**src/rtl/madd_issue_sched_pkg.sv**
```systemverilog
// Shared types and constants for the MADD issue scheduler.
//   DATA_W     : operand/result width of the MADD unit
//   TAG_ID_W   : id field width carried in a pipeline tag (upper bound on ID_W)
//   madd_tag_t : one tag pipe stage {valid, id}
//   clog2      : ceiling log2 for elaboration-time sizing
package madd_sched_pkg;

  localparam int DATA_W   = 32;
  localparam int TAG_ID_W = 8;

  typedef struct packed {
    logic                valid;
    logic [TAG_ID_W-1:0] id;
  } madd_tag_t;

  function automatic int clog2(input int n);
    int r;
    r = 0;
    while ((1 << r) < n) r++;
    return r;
  endfunction

endpackage

```
**src/rtl/madd_issue_sched_if.sv**
```systemverilog
// Requester/response bus of the MADD issue scheduler.
//   req_valid/req_ready : per-requester handshake, ready is a one-hot grant
//   req_a/b/c           : packed operands, requester i at [32i+31:32i]
//   rsp_valid/rsp_ready : response handshake
//   rsp_z/rsp_id        : result and originating requester
// master = requesters + response consumer, slave = scheduler.
interface madd_issue_sched_if #(
  parameter int NREQ = 4,
  parameter int ID_W = 2
);

  logic [NREQ-1:0]                         req_valid;
  logic [NREQ-1:0]                         req_ready;
  logic [NREQ*madd_sched_pkg::DATA_W-1:0]  req_a;
  logic [NREQ*madd_sched_pkg::DATA_W-1:0]  req_b;
  logic [NREQ*madd_sched_pkg::DATA_W-1:0]  req_c;
  logic                                    rsp_valid;
  logic                                    rsp_ready;
  logic [madd_sched_pkg::DATA_W-1:0]       rsp_z;
  logic [ID_W-1:0]                         rsp_id;

  modport master (
    output req_valid, req_a, req_b, req_c, rsp_ready,
    input  req_ready, rsp_valid, rsp_z, rsp_id
  );

  modport slave (
    input  req_valid, req_a, req_b, req_c, rsp_ready,
    output req_ready, rsp_valid, rsp_z, rsp_id
  );

endinterface

```
**src/rtl/madd_issue_sched_fifo.sv**
```systemverilog
// Synchronous response FIFO for MADD results.
//   clk, rst   : clock, async active-high reset (empties FIFO, clears storage)
//   push/data  : write {z, id} at end of cycle
//   pop        : remove head when valid
//   valid/head : head entry, stable until popped
//   count      : occupancy, feeds the scheduler's credit check
module madd_rsp_fifo
  import madd_sched_pkg::*;
#(
  parameter int DEPTH = 4,
  parameter int WIDTH = 34,
  localparam int PTR_W = (DEPTH > 1) ? clog2(DEPTH) : 1,
  localparam int CNT_W = clog2(DEPTH + 1)
) (
  input  logic             clk,
  input  logic             rst,
  input  logic             push,
  input  logic [WIDTH-1:0] push_data,
  input  logic             pop,
  output logic             valid,
  output logic [WIDTH-1:0] head,
  output logic [CNT_W-1:0] count
);

  logic [WIDTH-1:0] mem [DEPTH];
  logic [PTR_W-1:0] wr_ptr;
  logic [PTR_W-1:0] rd_ptr;
  logic [CNT_W-1:0] cnt;
  logic             full;
  logic             pop_ok;

  function automatic logic [PTR_W-1:0] ptr_inc(input logic [PTR_W-1:0] p);
    return (p == PTR_W'(DEPTH - 1)) ? '0 : p + 1'b1;
  endfunction

  assign valid  = (cnt != '0);
  assign full   = (cnt == CNT_W'(DEPTH));
  assign head   = mem[rd_ptr];
  assign count  = cnt;
  assign pop_ok = pop & valid;

  always_ff @(posedge clk or posedge rst) begin
    if (rst) begin
      for (int i = 0; i < DEPTH; i++) mem[i] <= '0;
      wr_ptr <= '0;
      rd_ptr <= '0;
      cnt    <= '0;
    end else begin
      if (push) begin
        mem[wr_ptr] <= push_data;
        wr_ptr      <= ptr_inc(wr_ptr);
      end
      if (pop_ok) rd_ptr <= ptr_inc(rd_ptr);
      case ({push, pop_ok})
        2'b10:   cnt <= cnt + 1'b1;
        2'b01:   cnt <= cnt - 1'b1;
        default: cnt <= cnt;
      endcase
    end
  end

  // Credits keep this unreachable; push+pop on a full FIFO is legal.
  a_no_overflow: assert property (@(posedge clk) disable iff (rst) !(push && full && !pop_ok));

endmodule

```
**src/rtl/madd_issue_sched.sv**
```systemverilog
// Round-robin issue scheduler sharing one fixed-latency MADD (Z = A*B + C).
//   clk, rst       : clock, async active-high reset
//   bus (slave)    : requester operands/handshake and response stream
//   madd_a/b/c     : operands to MADD, held at last issued values when idle
//   madd_z         : MADD result, valid LAT cycles after operands
// Issue is credit-limited so every result in flight has a FIFO slot;
// the MADD pipeline is never stalled.
module madd_issue_sched
  import madd_sched_pkg::*;
#(
  parameter int NREQ       = 4,
  parameter int ID_W       = 2,
  parameter int LAT        = 1,
  parameter int FIFO_DEPTH = 4
) (
  input  logic              clk,
  input  logic              rst,
  madd_issue_sched_if.slave bus,
  output logic [DATA_W-1:0] madd_a,
  output logic [DATA_W-1:0] madd_b,
  output logic [DATA_W-1:0] madd_c,
  input  logic [DATA_W-1:0] madd_z
);

  localparam int CNT_W = clog2(FIFO_DEPTH + 1);

  logic [ID_W-1:0]   rr_ptr;
  logic [ID_W-1:0]   gnt_id;
  logic [ID_W-1:0]   cand;
  logic              gnt_found;
  logic              issue_ok;
  logic              hs;
  int                credits_used;
  madd_tag_t         tag_q [LAT];
  logic [DATA_W-1:0] sel_a, sel_b, sel_c;
  logic [DATA_W-1:0] last_a, last_b, last_c;
  logic [CNT_W-1:0]  fifo_count;
  logic [DATA_W+ID_W-1:0] fifo_head;

  // Every op issued but not yet popped holds a credit: in the tag pipe or in the FIFO.
  always_comb begin
    credits_used = int'(fifo_count);
    for (int s = 0; s < LAT; s++) credits_used += int'(tag_q[s].valid);
    issue_ok = (credits_used < FIFO_DEPTH);
  end

  always_comb begin
    gnt_found = 1'b0;
    gnt_id    = '0;
    cand      = '0;
    for (int k = 0; k < NREQ; k++) begin
      cand = ID_W'((int'(rr_ptr) + k) % NREQ);
      if (!gnt_found && bus.req_valid[cand]) begin
        gnt_found = 1'b1;
        gnt_id    = cand;
      end
    end
  end

  // Reset gates the grant so nothing handshakes while rst is high.
  assign hs            = gnt_found & issue_ok & ~rst;
  assign bus.req_ready = hs ? (NREQ'(1) << gnt_id) : '0;

  assign sel_a  = bus.req_a[gnt_id*DATA_W +: DATA_W];
  assign sel_b  = bus.req_b[gnt_id*DATA_W +: DATA_W];
  assign sel_c  = bus.req_c[gnt_id*DATA_W +: DATA_W];
  assign madd_a = hs ? sel_a : last_a;
  assign madd_b = hs ? sel_b : last_b;
  assign madd_c = hs ? sel_c : last_c;

  always_ff @(posedge clk or posedge rst) begin
    if (rst) begin
      rr_ptr <= '0;
      last_a <= '0;
      last_b <= '0;
      last_c <= '0;
      for (int s = 0; s < LAT; s++) tag_q[s] <= '0;
    end else begin
      if (hs) begin
        rr_ptr <= (gnt_id == ID_W'(NREQ - 1)) ? '0 : gnt_id + 1'b1;
        last_a <= sel_a;
        last_b <= sel_b;
        last_c <= sel_c;
      end
      tag_q[0] <= '{valid: hs, id: TAG_ID_W'(gnt_id)};
      for (int s = 1; s < LAT; s++) tag_q[s] <= tag_q[s-1];
    end
  end

  // The last tag stage lines up with madd_z of the same op.
  madd_rsp_fifo #(
    .DEPTH (FIFO_DEPTH),
    .WIDTH (DATA_W + ID_W)
  ) u_rsp_fifo (
    .clk       (clk),
    .rst       (rst),
    .push      (tag_q[LAT-1].valid),
    .push_data ({madd_z, ID_W'(tag_q[LAT-1].id)}),
    .pop       (bus.rsp_ready),
    .valid     (bus.rsp_valid),
    .head      (fifo_head),
    .count     (fifo_count)
  );

  assign bus.rsp_z  = fifo_head[DATA_W+ID_W-1:ID_W];
  assign bus.rsp_id = fifo_head[ID_W-1:0];

endmodule

```
**src/flat_wrapper.sv**
```systemverilog
// flat-port wrapper written by rule: the top's interface ports become plain ports
module madd_issue_sched_flat import madd_sched_pkg::*;
#(
  parameter int NREQ       = 4,
  parameter int ID_W       = 2,
  parameter int LAT        = 1,
  parameter int FIFO_DEPTH = 4
)
  (clk, rst, madd_a, madd_b, madd_c, madd_z, bus_req_valid, bus_req_a, bus_req_b, bus_req_c, bus_rsp_ready, bus_req_ready, bus_rsp_valid, bus_rsp_z, bus_rsp_id);
  madd_issue_sched_if #(.NREQ(NREQ), .ID_W(ID_W)) bus_i ();
  input  logic clk;
  input  logic rst;
  output logic [DATA_W-1:0] madd_a;
  output logic [DATA_W-1:0] madd_b;
  output logic [DATA_W-1:0] madd_c;
  input  logic [DATA_W-1:0] madd_z;
  input wire logic [$bits(bus_i.req_valid)-1:0] bus_req_valid;
  input wire logic [$bits(bus_i.req_a)-1:0] bus_req_a;
  input wire logic [$bits(bus_i.req_b)-1:0] bus_req_b;
  input wire logic [$bits(bus_i.req_c)-1:0] bus_req_c;
  input wire logic [$bits(bus_i.rsp_ready)-1:0] bus_rsp_ready;
  output wire logic [$bits(bus_i.req_ready)-1:0] bus_req_ready;
  output wire logic [$bits(bus_i.rsp_valid)-1:0] bus_rsp_valid;
  output wire logic [$bits(bus_i.rsp_z)-1:0] bus_rsp_z;
  output wire logic [$bits(bus_i.rsp_id)-1:0] bus_rsp_id;
  assign bus_i.req_valid = bus_req_valid;
  assign bus_i.req_a = bus_req_a;
  assign bus_i.req_b = bus_req_b;
  assign bus_i.req_c = bus_req_c;
  assign bus_i.rsp_ready = bus_rsp_ready;
  assign bus_req_ready = bus_i.req_ready;
  assign bus_rsp_valid = bus_i.rsp_valid;
  assign bus_rsp_z = bus_i.rsp_z;
  assign bus_rsp_id = bus_i.rsp_id;
  madd_issue_sched #(.NREQ(NREQ), .ID_W(ID_W), .LAT(LAT), .FIFO_DEPTH(FIFO_DEPTH)) u_core (.clk(clk), .rst(rst), .bus(bus_i), .madd_a(madd_a), .madd_b(madd_b), .madd_c(madd_c), .madd_z(madd_z));
endmodule
```
**config.mk**
```make
export PLATFORM = sky130hd
export DESIGN_NAME = madd_issue_sched_flat
export DESIGN_NICKNAME = d
export VERILOG_FILES = /design/src/rtl/madd_issue_sched_pkg.sv /design/src/rtl/madd_issue_sched_if.sv /design/src/rtl/madd_issue_sched_fifo.sv /design/src/rtl/madd_issue_sched.sv /design/src/flat_wrapper.sv
export SDC_FILE = /design/constraint.sdc
export NUM_CORES = 1
export LEC_CHECK = 0
export ABC_AREA = 1
export CELL_PAD_IN_SITES_DETAIL_PLACEMENT = 1
export CELL_PAD_IN_SITES_GLOBAL_PLACEMENT = 1
export CORE_ASPECT_RATIO = 1.75
export CORE_MARGIN = 2
export CORE_UTILIZATION = 27
export CTS_CLUSTER_DIAMETER = 30
export DETAILED_ROUTE_END_ITERATION = 8
export HOLD_SLACK_MARGIN = 0.02
export PLACE_DENSITY_LB_ADDON = 0.1
export REMOVE_ABC_BUFFERS = 1
export SYNTH_ARGS = -nofsm -noshare
export SYNTH_HDL_FRONTEND = slang
export SYNTH_SLANG_ARGS = --single-unit
```
**constraint.sdc**
```tcl
create_clock -name clk -period 15.21 [get_ports clk]
set_clock_uncertainty 0.15 [all_clocks]
set_input_delay 4.563 -clock clk [delete_from_list [all_inputs] [get_ports clk]]
set_output_delay 4.563 -clock clk [all_outputs]
set_load 0.03 [all_outputs]
```
### Gate-type map, run 1

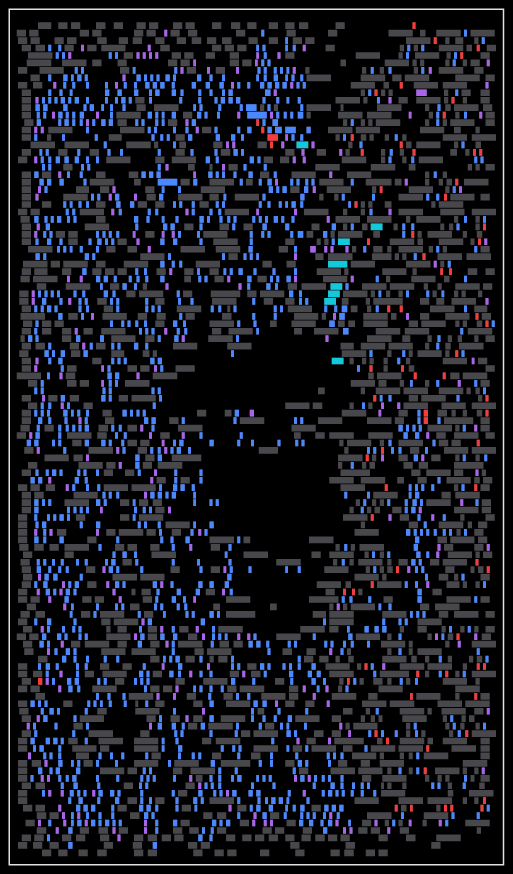
- inv cells: purple (cells 250; where spread over the die)
- nor cells: red (cells 76)
- nand cells: blue (cells 1253; where spread over the die)
- fa/ha/maj cells: cyan (cells 8)
fraction of area in multi-input gates: 0.302
most common cell after layout, fill and taps aside: sky130_fd_sc_hd__nand2_1
tally of non-filler cells in the final layout: 3477

### Clock wires, drivers and flops, run 1

Bar = 50 um.
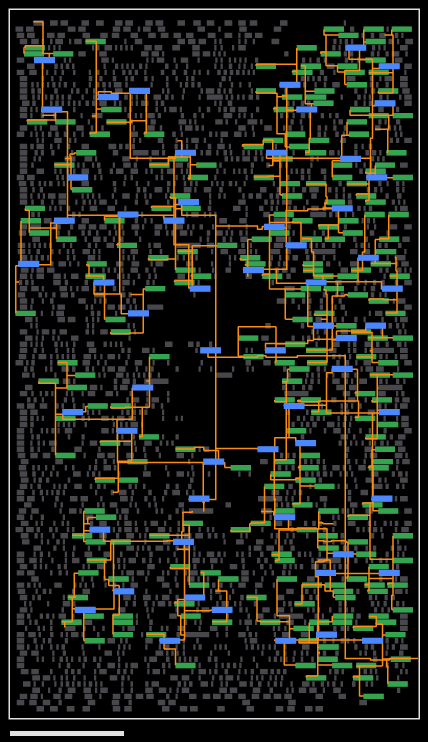
- clock drivers: blue (count 59)
- clock wires: orange (length 4790 um)
- flip-flops: green (count 244)
- routed clock nets: 60
clock group power: 1330 uW
clock network fraction of design power: 0.201
later-pin clock latency in the skew report: 610 ps

==> impl_metrics.ini, run 1 <==
; generated from flow reports
[logic_synthesis]
ys_warn_count = 0
synth.largest_area_cell = sky130_fd_sc_hd__dfrtp_1
ys_sh_mux = 0
enable_flop_cells = 0
synth_xor_xnor_area_share = 0.00120
post_synth_ao_oa_area_fraction = 0.0882
largest_cells_by_area = sky130_fd_sc_hd__dfrtp_1 (42%), sky130_fd_sc_hd__nand2_1 (24%), sky130_fd_sc_hd__nand3_1 (10%)
synth_area_per_cell_sq_um = 6.53
most_used_standard_cells_in_the_synthesized_netlist = sky130_fd_sc_hd__nand2_1 (948), sky130_fd_sc_hd__nand3_1 (297), sky130_fd_sc_hd__inv_1 (245)
post_synth_instance_area_sq_um = 14600
synthArstFlopShare = 1.00
post_synth_main_logic_family = simple AND/OR/NAND/NOR gates
netlist_instances = 2239
top_cell_area_share = 0.418
yosysMostFrequentCell = sky130_fd_sc_hd__nand2_1
ys.flops = 244
ys_chip_area_sq_um = 14600

[place]
placedCellCount = 3347
place.port_buffers = 557

[routing]
met3_wirelength_um = 4980
met2_wirelength_um = 37500
drcViolationCount = 0
detailedRoute.firstPassIterationCount = 4
postRouteWirelength_um = 71400
maxUsedRoutingLayer = met5

[critical_path]
crit-reg2reg-launch = u_core.rr_ptr[0]
rr_worst_depth = 15
worstSetupPathDepth = 17
critPathCapture = madd_a[3]
rrSetupSlack_ps = 11580
crit_path_end_kind = primary output
r2r_end = u_core.last_c[9]
critical_path.top_delay_family = simple AND/OR/NAND/NOR gates
critPathLaunch = bus_req_valid[3]
worst-path-max-fanout = 150

[clock_network]
cts.path.max_buffers = 3
post_cts_resized = 0
buffer_cell_driving_the_clock_tree_root = sky130_fd_sc_hd__clkbuf_16
cts_buffer_count = 59
worst_setup_hold_path_clk_slew_ps = 40

[pwr]
power_combinational_uw = 4180
leakage_uw = 0.0116
netSwitchingFraction = 0.513
p_per_area_nw_per_um2 = 292
sequential_group_share_of_total_power = 0.168
power_leader = combinational cells
ir_worst_vdd_uv = 218
power_frac_comb = 0.631
p_sw_uw = 3400

[floorplan]
die_height_um = 312
die.size.x_um = 180
initial_utilization = 0.274
pin_count = 558
coreArea_sq_um = 53400

[hold_path]
hp_class = reg2reg
hold_start = u_core.last_c[21]
hold-path-endpoint = u_core.last_c[21]

[final_timing]
count_of_final_setup_violators = 0
finalWorstPathRequiredPeriod_ps = 13100
rsz0062_at_grt = false
clock.fmax_mhz = 76.3
worst_slew_margin_rel = 0.305

[cells_and_area]
layout.filler_cells = 6657
nets = 3155
drive_gt1_frac = 0.0541

[run_status]
run_status = complete, no violations

[grt]
grt_first_pass_wirelength_um = 109000

[run]
max_cap_violations = 0
tool_warnings = 34
### Congestion heat map, run 1

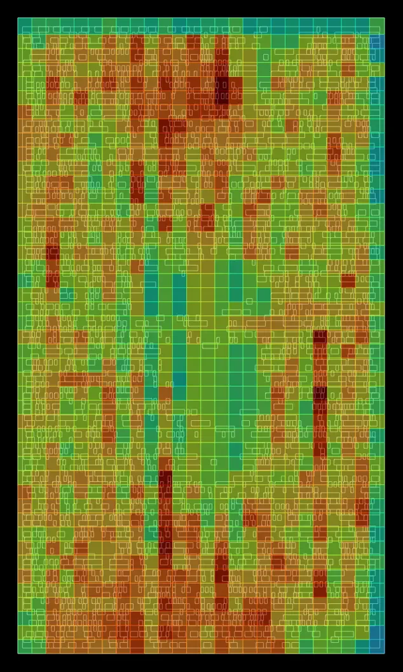
met3 Track Usage GR: 0.0748
post-detailed-route wirelength per cell: 20.5 um
M1 GR Usage: 0.259
GRT Resource Usage Total: 0.250
post-route core utilization: 0.426

==> run 1: through the flow <==
stage               total power (uW)  area [sq um]  setup WS (ps)
finish                          6630         22700           2110
global route                    7160         22700           1790
CTS                             6730         22700           2070
detailed placement              5350         20600           2100
global placement                5280         20600           2160
floorplan                       3650         13900          -6190
==> run 1: area by class of cell <==
class / instances / share of cell area
diodes: 18 / 0.00198
clock buffers: 74 / 0.0718
clock inverters: 38 / 0.0221
inverters: 250 / 0.0418
multi-input cells: 1589 / 0.302
flip-flops and latches: 244 / 0.269
well taps: 684 / 0.0376
repair buffers: 580 / 0.254
==> run 1: routing by layer <==
metal,vias to the layer above,track usage
met3,141,0.0748
li1,7972,-
met4,26,0.110
met5,-,0
met1,8081,0.259
met2,496,0.459
## Run 2: what changed since run 1
--- a/config.mk
+++ b/config.mk
@@ -8,9 +8,8 @@
 export ABC_AREA = 1
 export CELL_PAD_IN_SITES_DETAIL_PLACEMENT = 1
 export CELL_PAD_IN_SITES_GLOBAL_PLACEMENT = 1
-export CORE_ASPECT_RATIO = 1.75
 export CORE_MARGIN = 2
-export CORE_UTILIZATION = 27
+export CORE_UTILIZATION = 33
 export CTS_CLUSTER_DIAMETER = 30
 export DETAILED_ROUTE_END_ITERATION = 8
 export HOLD_SLACK_MARGIN = 0.02
==> constraint.sdc (replaced) <==
create_clock -name clk -period 16.2 [get_ports clk]
set_clock_uncertainty 0.15 [all_clocks]
set_input_delay 4.86 -clock clk [delete_from_list [all_inputs] [get_ports clk]]
set_output_delay 4.86 -clock clk [all_outputs]
set_load 0.03 [all_outputs]
### Gate-type map, run 2

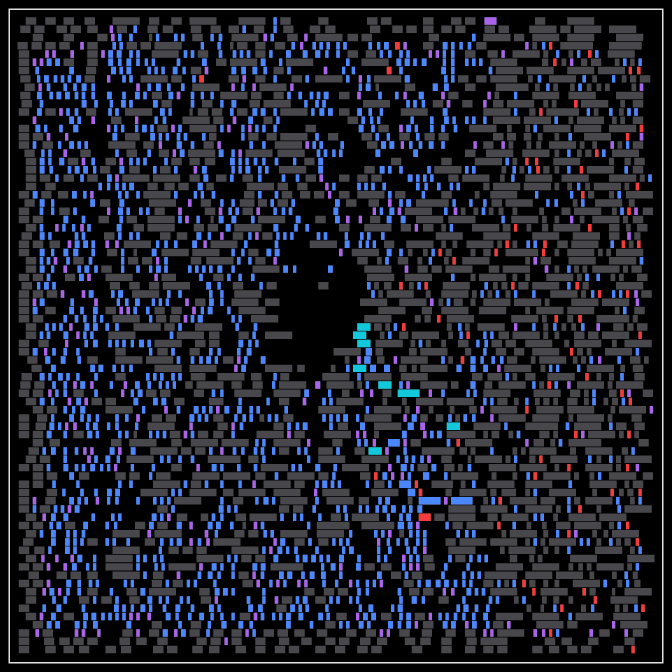
- nand cells: blue (cells 1253; where spread over the die)
- fa/ha/maj cells: cyan (cells 8; where center)
- inv cells: purple (cells 250; where spread over the die)
- nor cells: red (cells 76)
fraction of area in multi-input gates: 0.298
tally of non-filler cells in the final layout: 3395

==> run 2 against run 1 <==
  * Die area shrank 18%
  * Core utilization rose by 9.9 points
  * Combinational power shrank 6.0%
  * Critical path depth unchanged
  * Critical path type unchanged
  * Largest cell class unchanged
==> impl_metrics.ini, run 2 <==
; generated from flow reports
[logic_synthesis]
ys_sh_mux = 0
largest_cells_by_area = sky130_fd_sc_hd__dfrtp_1 (42%), sky130_fd_sc_hd__nand2_1 (24%), sky130_fd_sc_hd__nand3_1 (10%)
ys_chip_area_sq_um = 14600
yosysMostFrequentCell = sky130_fd_sc_hd__nand2_1
seq_area_frac_synth = 0.418
netlist_instances = 2239
top_cell_area_share = 0.418
enable_flop_cells = 0
synth.largest_area_cell = sky130_fd_sc_hd__dfrtp_1
ys_warn_count = 0
synthArstFlopShare = 1.00
ys.flops = 244
synth_xor_xnor_area_share = 0.00120
post_synth_instance_area_sq_um = 14600
post_synth_main_logic_family = simple AND/OR/NAND/NOR gates
synth_area_per_cell_sq_um = 6.53
most_used_standard_cells_in_the_synthesized_netlist = sky130_fd_sc_hd__nand2_1 (948), sky130_fd_sc_hd__nand3_1 (297), sky130_fd_sc_hd__inv_1 (245)
post_synth_ao_oa_area_fraction = 0.0882

[floorplan]
die.size.x_um = 214
coreArea_sq_um = 43900
floorplan.die_area_sq_um = 46000
tap-cell-count = 592
pin_count = 558
die_height_um = 214
initial_utilization = 0.333

[pwr]
p_sw_uw = 3230
p_per_area_nw_per_um2 = 282
sequential_group_share_of_total_power = 0.162
power.clock.total_uw = 1520
power_combinational_uw = 3930
p_clk_frac = 0.234
leakage_uw = 0.0118
p_int_uw = 3280
power_frac_comb = 0.604
netSwitchingFraction = 0.496
final_total_pwr_uw = 6510
power_leader = combinational cells
ir_worst_vdd_uv = 246

[routing]
drtIter0Drc = 986
drcViolationCount = 0
met3_wirelength_um = 4080
detailedRoute.firstPassIterationCount = 5
wl_met1_um = 27400
drt-wirelength-per-cell_um = 20.5
maxUsedRoutingLayer = met5
met2_wirelength_um = 35800
postRouteWirelength_um = 69600

[final_timing]
finalClockPeriodUsage = 0.876
finalWorstPathRequiredPeriod_ps = 14180
finalWorstSetupSlack_ps = 2020
worst_slew_margin_rel = 0.291
rsz0062_at_grt = false
count_of_final_setup_violators = 0
clock.fmax_mhz = 70.5
timing.final.hold_violations = 0
timing.hold.ws_ps = 323

[grt]
grt_most_used_layer = met2
grt_first_pass_wirelength_um = 107000
globalRouteMet3Util = 0.0780
grt_usage = 0.299
maximum_number_of_pins_on_one_net_before_global_route_repair = 168
use_met1 = 0.342
global_route.usage.met2 = 0.533
initial_antenna_violation_count = 32

[cells_and_area]
seq_cells = 244
num-nonclk-inverters = 250
nets = 3166
largest_register_ff_count = 136
drive_gt1_frac = 0.0567
final_core_util = 0.524
dominant_cells = combinational gates
antenna-diode-count = 14
logic_gates = 1589
final_layout_top_logic_cell = sky130_fd_sc_hd__nand2_1
non_clock_buffer_count = 578
finalInstanceArea_sq_um = 23000
final-clk-cell-share = 0.113
seqCellArea_sq_um = 6110
layout.filler_cells = 5568
clock_buffers = 96
flow.area_growth_from_synthesis_pct = 57.7
sh_seq_area = 0.265
nonClkBufAreaFrac = 0.249

[place]
postPlaceCellArea_sq_um = 20400
placedCellCount = 3253
place_hpwl_um = 48000
routabilityCongestion = 0.904
place.port_buffers = 557
pre_cts_slack_ps = 2010

[critical_path]
timing.critical_path.slowest_cell_delay_ps = 820
worst-path-max-fanout = 144
worstSetupPathDepth = 17
critical_path.top_delay_family = simple AND/OR/NAND/NOR gates
rrSetupSlack_ps = 12060
rr_worst_depth = 15
setup.worst_path.start_class = input pin
worst_endpoint_required_time_ps = 11190
crit-reg2reg-launch = u_core.rr_ptr[0]
crit_path_end_kind = primary output
r2r_end = u_core.last_a[25]
timing.critical_path.slowest_stage_cell = sky130_fd_sc_hd__nand2_8

[clock_network]
cts.path.max_buffers = 3
cts_buffer_count = 72
buffer_cell_driving_the_clock_tree_root = sky130_fd_sc_hd__clkbuf_16
clkLatencyLatePin_ps = 560
worst_setup_hold_path_clk_slew_ps = 40
post_cts_resized = 0
cts_max_level = 3

[run]
max_cap_violations = 0
tool_warnings = 34

[hold_path]
hold-path-endpoint = u_core.last_b[9]
hp_class = reg2reg
hold_start = u_core.last_b[9]

[run_status]
run_status = complete, no violations
[run 2: cell count changes in the layout (fill, tap and decap cells not counted), sizes merged]
cell,delta
clkinv,-13
buf,-2
clkbuf,+22
clkinvlp,-3
inv,+3
bufinv,+7
diode,-4
[run 2: worst max-delay path by stage]
stage / start / endpoint / slack, ps
5_1_grt: bus_req_valid[2] / madd_a[9] / 1680
3_3_place_gp: bus_req_valid[3] / madd_c[31] / 2110
4_1_cts: bus_req_valid[2] / madd_a[15] / 1990
2_1_floorplan: rst / madd_a[0] / -5790
3_5_place_dp: bus_req_valid[3] / madd_a[15] / 2010
6_report: bus_req_valid[2] / madd_c[27] / 2020
Power is estimated from default activity; no workload was simulated.
